File: config.mk
export PLATFORM = sky130hd
export DESIGN_NAME = axi_fb_fetch
export DESIGN_NICKNAME = d
export VERILOG_FILES = /design/src/rtl/axi_fb_fetch.sv
export SDC_FILE = /design/constraint.sdc
export NUM_CORES = 1
export LEC_CHECK = 0
export CORE_AREA = 3 3 301 362
export CTS_CLUSTER_DIAMETER = 100
export DETAILED_ROUTE_END_ITERATION = 16
export DIE_AREA = 0 0 304 365
export SYNTH_ARGS = -nofsm -noshare
export SYNTH_HDL_FRONTEND = slang
export SYNTH_SLANG_ARGS = --single-unit
File: constraint.sdc
create_clock -name aclk -period 12.05 [get_ports aclk]
set_clock_uncertainty 0.15 [all_clocks]
set_input_delay 3.615 -clock aclk [delete_from_list [all_inputs] [get_ports aclk]]
set_output_delay 3.615 -clock aclk [all_outputs]
set_load 0.05 [all_outputs]
File: src/rtl/axi_fb_fetch.sv
// axi_fb_fetch: streams a frame buffer from AXI memory into a first-word-fall-through
// prefetch FIFO. It issues one BURST_LEN read burst at a time and wraps at the end of the frame.
// Optional build macro: AXI_FB_FETCH_RLAST_CHECK_EN. When it is defined, rd_err also flags
// an rlast/beat-count disagreement or an unexpected rid.
module axi_fb_fetch #(
  parameter int         FIFO_DEPTH = 32,
  parameter int         BURST_LEN  = 16,
  parameter logic [4:0] RD_ID      = 5'd1
) (
  input  logic        aclk,
  input  logic        reset,
  input  logic        enable,
  input  logic        frame_start,
  input  logic [31:0] fb_base,
  input  logic [19:0] fb_words,
  output logic [4:0]  axi_arid,
  output logic [31:0] axi_araddr,
  output logic [7:0]  axi_arlen,
  output logic [2:0]  axi_arsize,
  output logic [1:0]  axi_arburst,
  output logic        axi_arlock,
  output logic [3:0]  axi_arcache,
  output logic [2:0]  axi_arprot,
  output logic        axi_arvalid,
  input  logic        axi_arready,
  input  logic [4:0]  axi_rid,
  input  logic [31:0] axi_rdata,
  input  logic [1:0]  axi_rresp,
  input  logic        axi_rlast,
  input  logic        axi_rvalid,
  output logic        axi_rready,
  output logic [31:0] pix_data,
  output logic        pix_valid,
  input  logic        pix_ready,
  output logic        rd_err
);

  localparam int PTR_W = $clog2(FIFO_DEPTH);
  localparam int CNT_W = (BURST_LEN > 1) ? $clog2(BURST_LEN) : 1;
  localparam logic [CNT_W-1:0] LAST_BEAT = CNT_W'(BURST_LEN - 1);
  // A new burst may only start when a whole burst of free slots is reserved.
  localparam logic [PTR_W:0]   ISSUE_MAX = (PTR_W+1)'(FIFO_DEPTH - BURST_LEN);

  typedef enum logic [1:0] {IDLE, ADDR, DATA, DRAIN} state_t;

  state_t             state_q, state_d;
  logic               arvalid_q, arvalid_d;
  logic               rready_q, rready_d;
  logic [31:0]        araddr_q, araddr_d;
  logic [19:0]        offset_q, offset_d;
  logic [CNT_W-1:0]   beat_q, beat_d;
  logic               drain_pend_q, drain_pend_d;
  logic               rd_err_q, rd_err_d;
  logic [PTR_W-1:0]   wr_ptr_q, wr_ptr_d;
  logic [PTR_W-1:0]   rd_ptr_q, rd_ptr_d;
  logic [PTR_W:0]     count_q, count_d;
  logic [31:0]        mem_q [FIFO_DEPTH];

  logic               beat_ok;
  logic               last_beat;
  logic               push;
  logic               pop;
  logic [19:0]        base_off;

  // Word offset of the next burst; wraps to the frame start after the final burst.
  function automatic logic [19:0] next_offset(input logic [19:0] off, input logic [19:0] words);
    logic [20:0] sum;
    sum = {1'b0, off} + 21'(BURST_LEN);
    if (sum >= {1'b0, words}) return '0;
    return sum[19:0];
  endfunction

  assign axi_arid    = RD_ID;
  assign axi_arlen   = 8'(BURST_LEN - 1);
  assign axi_arsize  = 3'b010;
  assign axi_arburst = 2'b01;
  assign axi_arlock  = 1'b0;
  assign axi_arcache = 4'b0000;
  assign axi_arprot  = 3'b000;
  assign axi_araddr  = araddr_q;
  assign axi_arvalid = arvalid_q;
  assign axi_rready  = rready_q;
  assign rd_err      = rd_err_q;
  assign pix_valid   = (count_q != '0);
  assign pix_data    = mem_q[rd_ptr_q];

`ifndef AXI_FB_FETCH_RLAST_CHECK_EN
  // Burst end comes from the beat counter alone, so rlast and rid carry no information here.
  logic unused_rsig;
  assign unused_rsig = ^{axi_rlast, axi_rid};
`endif

  // Next-state logic for the fetch FSM, burst bookkeeping, error flag and FIFO pointers.
  always_comb begin
    state_d      = state_q;
    arvalid_d    = arvalid_q;
    rready_d     = rready_q;
    araddr_d     = araddr_q;
    offset_d     = offset_q;
    beat_d       = beat_q;
    drain_pend_d = drain_pend_q;
    rd_err_d     = rd_err_q;
    push         = 1'b0;
    beat_ok      = axi_rvalid & rready_q;
    last_beat    = (beat_q == LAST_BEAT);
    base_off     = frame_start ? 20'd0 : offset_q;

    case (state_q)
      IDLE: begin
        if (enable && (count_q <= ISSUE_MAX)) begin
          state_d      = ADDR;
          arvalid_d    = 1'b1;
          araddr_d     = fb_base + {10'd0, base_off, 2'b00};
          drain_pend_d = 1'b0;
        end
      end
      ADDR: begin
        // The address already presented must complete its handshake even on a restart.
        if (frame_start) drain_pend_d = 1'b1;
        if (axi_arready) begin
          arvalid_d = 1'b0;
          rready_d  = 1'b1;
          beat_d    = '0;
          state_d   = (drain_pend_q || frame_start) ? DRAIN : DATA;
        end
      end
      DATA: begin
        if (beat_ok) begin
          push   = ~frame_start;
          beat_d = beat_q + 1'b1;
          if (last_beat) begin
            state_d  = IDLE;
            rready_d = 1'b0;
            beat_d   = '0;
            offset_d = next_offset(offset_q, fb_words);
          end else if (frame_start) begin
            state_d = DRAIN;
          end
        end else if (frame_start) begin
          state_d = DRAIN;
        end
      end
      DRAIN: begin
        if (beat_ok) begin
          beat_d = beat_q + 1'b1;
          if (last_beat) begin
            state_d  = IDLE;
            rready_d = 1'b0;
            beat_d   = '0;
          end
        end
      end
      default: state_d = IDLE;
    endcase

    if (frame_start) offset_d = '0;

    if (beat_ok && (axi_rresp != 2'b00)) rd_err_d = 1'b1;
`ifdef AXI_FB_FETCH_RLAST_CHECK_EN
    if (beat_ok && ((axi_rlast != last_beat) || (axi_rid != RD_ID))) rd_err_d = 1'b1;
`endif

    // A restart flushes the FIFO, and a flush takes priority over a consumer pop.
    pop = pix_valid & pix_ready & ~frame_start;
    if (frame_start) begin
      wr_ptr_d = '0;
      rd_ptr_d = '0;
      count_d  = '0;
    end else begin
      wr_ptr_d = push ? wr_ptr_q + 1'b1 : wr_ptr_q;
      rd_ptr_d = pop  ? rd_ptr_q + 1'b1 : rd_ptr_q;
      case ({push, pop})
        2'b10:   count_d = count_q + 1'b1;
        2'b01:   count_d = count_q - 1'b1;
        default: count_d = count_q;
      endcase
    end
  end

  // Control state registers with synchronous reset.
  always_ff @(posedge aclk) begin
    if (reset) begin
      state_q      <= IDLE;
      arvalid_q    <= 1'b0;
      rready_q     <= 1'b0;
      araddr_q     <= '0;
      offset_q     <= '0;
      beat_q       <= '0;
      drain_pend_q <= 1'b0;
      rd_err_q     <= 1'b0;
      wr_ptr_q     <= '0;
      rd_ptr_q     <= '0;
      count_q      <= '0;
    end else begin
      state_q      <= state_d;
      arvalid_q    <= arvalid_d;
      rready_q     <= rready_d;
      araddr_q     <= araddr_d;
      offset_q     <= offset_d;
      beat_q       <= beat_d;
      drain_pend_q <= drain_pend_d;
      rd_err_q     <= rd_err_d;
      wr_ptr_q     <= wr_ptr_d;
      rd_ptr_q     <= rd_ptr_d;
      count_q      <= count_d;
    end
  end

  // FIFO storage; contents are only meaningful where the pointers say so, so no reset.
  always_ff @(posedge aclk) begin
    if (push) mem_q[wr_ptr_q] <= axi_rdata;
  end

endmodule

==> out/results.txt, run 1 <==
outcome - finished clean
clock buffers - 126
first-pass GRT wire length - 156,600 um
worst r2r src - offset_q[4]$_SDFFE_PP0P_
Inst Count DP - 3,716
area share, top type - 69.33%
die area - 111,000 sq um
# Taps - 1,396
# nets final - 2,576
most numerous logic cell after layout - edfxtp_1
hpwl dp - 56,250 um
port bufs - 160
area grow syn2layout - 15.50%
CP endpoint - pix_data[0]
Clock Sinks - 1,103
CP required - 8280 ps
num ports - 193
largest net degree at the start of global routing - 137
top-count cell post-synth - edfxtp_1
Multiplexer share - 17.11%
crit-path max FO - 64
main flop type - edfxtp_1
CP Class - flip-flop to primary output
logic area - 11,600 sq um
GP Congestion - 0.8065
clk tree area frac - 6.668%
post-synth top area cell - edfxtp_1
clock period minus worst slack - 8380 ps
Post-Route WL - 106,300 um
clk slew on worst S/H paths - 60 ps
Largest register FFs - 1,024
clock latency on the worst-skew pair - 680 ps
DRC violations left - 0
most frequent cells in the layout - edfxtp_1 (1,024), mux4_2 (320), clkdlybuf4s50_1 (159)
Worst path slowest cell - dfxtp_4
Final WS setup - 3670 ps
register with the most flip-flops - mem_q
CP Depth - 5
root buf cell - clkbuf_16
cell mode on critical path - mux4_2
Comb/total area - 22.65%
final hold violation count - 0
Util after Layout - 48.31%
sequential cell area share - 63.14%
antenna violations before repair - 4
number of logic gates - 974
Cell Type Count - 60
Max-cap violations - 0
CP arrival - 4620 ps
TritonCTS clock tree - built
die width - 304 um
CP Buf/Inv Count - 2
site row count - 131
## run 1: tightest hold or removal path: cells and delay by family, from the launching register on
family | cells | cell delay (ps)
AOI/OAI and AO/OA | 1 | 50
DFF | 1 | 310
and+or+nand+nor | 1 | 50
## run 1: layer usage
layer	global-route usage, %	routed length (um)	vias up
met1	24.95	42880	11726
li1	-	-	9496
met5	0	9	-
met2	33.83	54910	699
met4	4.502	2081	2
met3	3.411	6433	145
## run 1: power breakdown
part / total, uW / leakage [uW] / switching [uW] / internal (uW)
Clock: 3280 / 0.00168 / 1400 / 1870
Sequential: 4200 / 0.00985 / 9.41 / 4190
Combinational: 217 / 0.00418 / 152 / 64.8
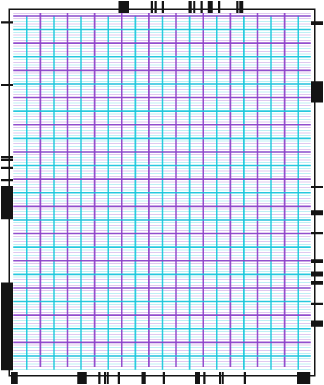
**Above:** run 1 (power grid).
Scale: 1 px per um. Pins as bars on the die edge.
net	colour
VDD	purple
VSS	cyan
rows	131
met1 rails	132

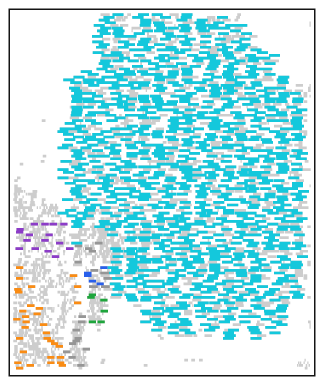
**Above:** run 1 (sequential cells grouped by signal name).
Scale: 1 px per um. Other sequential cells in the stronger grey, the rest of the logic in the fainter grey.
name in the netlist	colour	sequential cells
`axi_araddr`	orange	32
`rd_ptr_q`	blue	5
`count_q`	green	6
`offset_q`	purple	16
`mem_q`	cyan	1,024

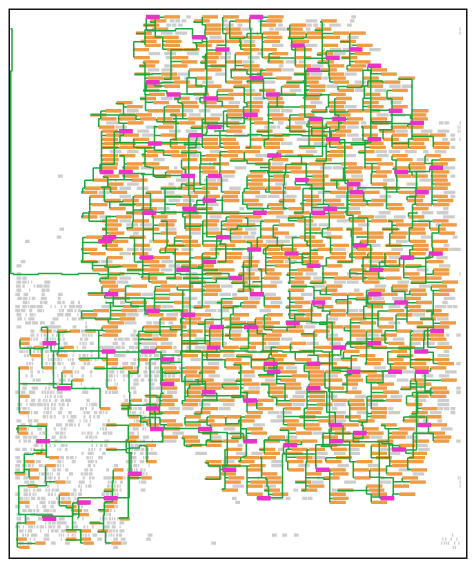
**Above:** run 1 (clock wires, drivers and flops).
Scale: 1.5 px per um.
[clock wires] green | length: 12,400 um
[flip-flops] orange | count: 1,103
[cells driving clock nets] magenta | count: 105
flops lie	all over the die
routed clock nets	106

**Run 1: congestion heat map**

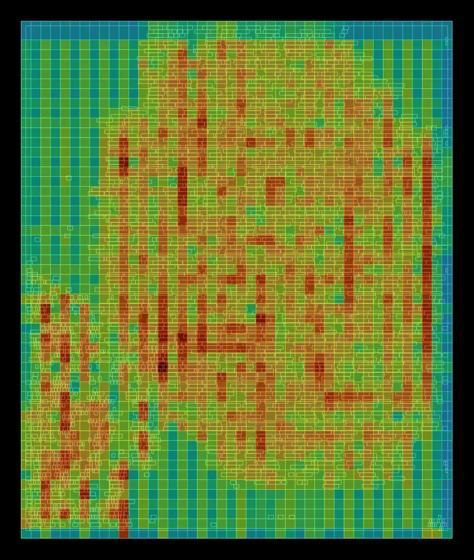

--- run 2 (diff from run 1) ---
Clock period 12.05 ns to 8.6 ns, I/O delays scaled along.
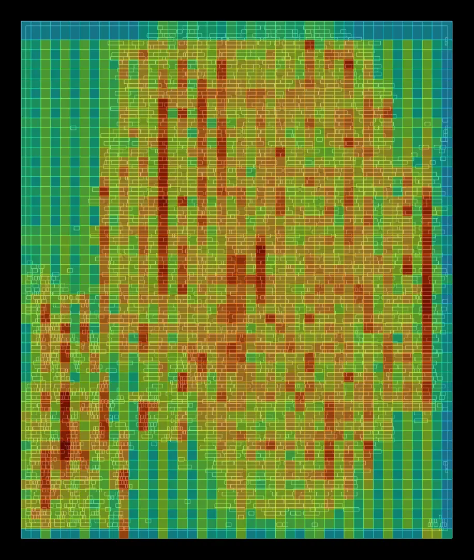
**Above:** run 2 (congestion heat map).
met2 Usage GRT: 33.39%
grt peak-use layer: met2

==> run 2 against run 1 <==
Sequential cell count stayed put. Power grew 41%. Setup slack got worse by 2100 ps. Global-route usage fell by 0.20 points.
==> out/results.txt, run 2 <==
outcome - finished clean
sequential cell area share - 62.93% (-0.22 points)
register area share after synthesis - 72.89%
Post-Route WL - 104,900 um (-1.3%)
Multiplexer share - 17.11% (unchanged)
Cell Type Count - 60 (unchanged)
port bufs - 160 (unchanged)
worst r2r src - offset_q[5]$_SDFFE_PP0P_
most numerous logic cell after layout - edfxtp_1
area grow syn2layout - 15.90%
clock period minus worst slack - 7018 ps
Clock Sinks - 1,103 (unchanged)
Async SR Flop Fraction - 0%
cells after synthesis - 2,221
clock network power - 4660 uW (+42%)
P_sw - 2244 uW (+43%)
number of logic gates - 974 (unchanged)
Worst Reg-to-Reg Cells - 12
Sw Share - 20.68% (+0.33 points)
die width - 304 um (unchanged)
largest cell class by area - flip-flops and latches
critical path startpoint category - flip-flop
sequential group power - 5890 uW (+40%)
top-count cell post-synth - edfxtp_1
H-tree levels - 3
Worst path slowest cell - dfxtp_4
# nets final - 2,586 (+0.39%)
Post-synth area hogs - edfxtp_1 (69%), mux4_2 (16%), dfxtp_1 (3.6%)
DRC violations left - 0 (unchanged)
Final setup viols - 0
f_max - 142.5 MHz
main flop type - edfxtp_1
clock latency on the worst-skew pair - 710 ps (+30 ps)
cell mode on critical path - mux4_2
CP required - 5870 ps (-2410 ps)
vias post-DR - 22,099
largest net degree at the start of global routing - 74 (-46%)
Inst Count DP - 3,725 (+0.24%)
metal1 wirelength - 42,080 um (-1.9%)
clk tree area frac - 6.783% (+0.12 points)
internal power - 8604 uW (+40%)
Top pwr grp - registers
Comb/total area - 22.57% (-0.078 points)
Final WS setup - 1582 ps (-2087 ps)
RSZ-0062 raised after global routing - false
# Taps - 1,396 (unchanged)
first-pass GRT wire length - 155,600 um (-0.67%)
met2 routed WL - 54,540 um (-0.68%)
hpwl dp - 60,620 um (+7.8%)
CP arrival - 4290 ps (-330 ps)
P_comb - 305 uW (+41%)
Final period util - 81.60%
die area - 111,000 sq um (unchanged)
site row count - 131 (unchanged)
clk slew on worst S/H paths - 60 ps (about the same)
TritonCTS clock tree - built
final hold violation count - 0 (unchanged)
logic area - 11,600 sq um (unchanged)
nonclk inv count - 38
GP Congestion - 0.8400 (+4.2%)
met3 GRT Util - 3.446% (+0.035 points)
Largest register FFs - 1,024 (unchanged)
Gate power share - 2.8% (about the same)
met3 wire len - 6176 um (-4.0%)
Final Instance Area - 51,410 sq um
antenna violations before repair - 2 (-2)
Util after Layout - 48.47% (+0.17 points)
root buf cell - clkbuf_16
Max-cap violations - 0 (unchanged)
aoi share - 2.530%
clock power share - 42.9% (+0.3 points)
Non-Filler Instances - 3,924
hold buffers post-CTS - 0
CP Class - flip-flop to primary output
post-synth top area cell - edfxtp_1
clock buffers - 124 (-1.6%)
num ports - 193 (unchanged)
Flop pwr share - 54.3% (-0.3 points)
area share, top type - 69.33% (unchanged)
top sig layer - met5
crit-path max FO - 49 (-23%)
most frequent cells in the layout - edfxtp_1 (1,024), mux4_2 (320), clkdlybuf4s50_1 (159)
FA/HA/MAJ Cells, Area Fraction - 1.444%
register with the most flip-flops - mem_q
# diodes - 1
Die Ht - 365 um
M1 GR Usage - 24.45% (-0.49 points)
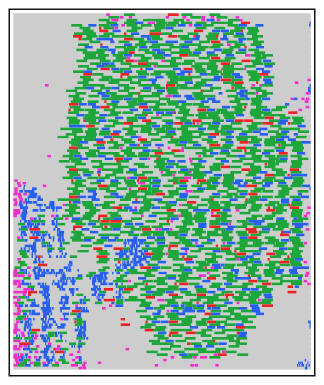
**Above:** run 2 (placement by cell class).
Scale: 1 px per um. Fill, decap, tap and diode cells in grey.
class	colour	cells
all other logic	blue	1,012
clock drivers and dummy loads	red	198
other buffers and delay cells	magenta	214
flip-flops	green	1,103

==> run 2: worst max-delay path by stage <==
stage / start / endpoint / slack (ps) / cells after the start
6_report: flip-flop / pix_data[2] / 1580 / 5
3_3_place_gp: axi_rvalid / mem_q[5][15]$_DFFE_PP_ / 2000 / 7
4_1_cts: flip-flop / pix_data[8] / 1470 / 5
2_1_floorplan: axi_rvalid / mem_q[15][0]$_DFFE_PP_ / 2970 / 6
3_5_place_dp: axi_rvalid / mem_q[23][27]$_DFFE_PP_ / 1890 / 7
5_1_grt: flip-flop / pix_data[11] / 1390 / 5
==> run 2: worst max-delay path: cells and delay by family, from the launching register on <==
| kind | cells | cell delay [ps] |
|---|---|---|
| flops | 1 | 880 |
| mux | 3 | 1230 |
| buf+inv | 2 | 1370 |
Power is estimated from default activity; no workload was simulated.
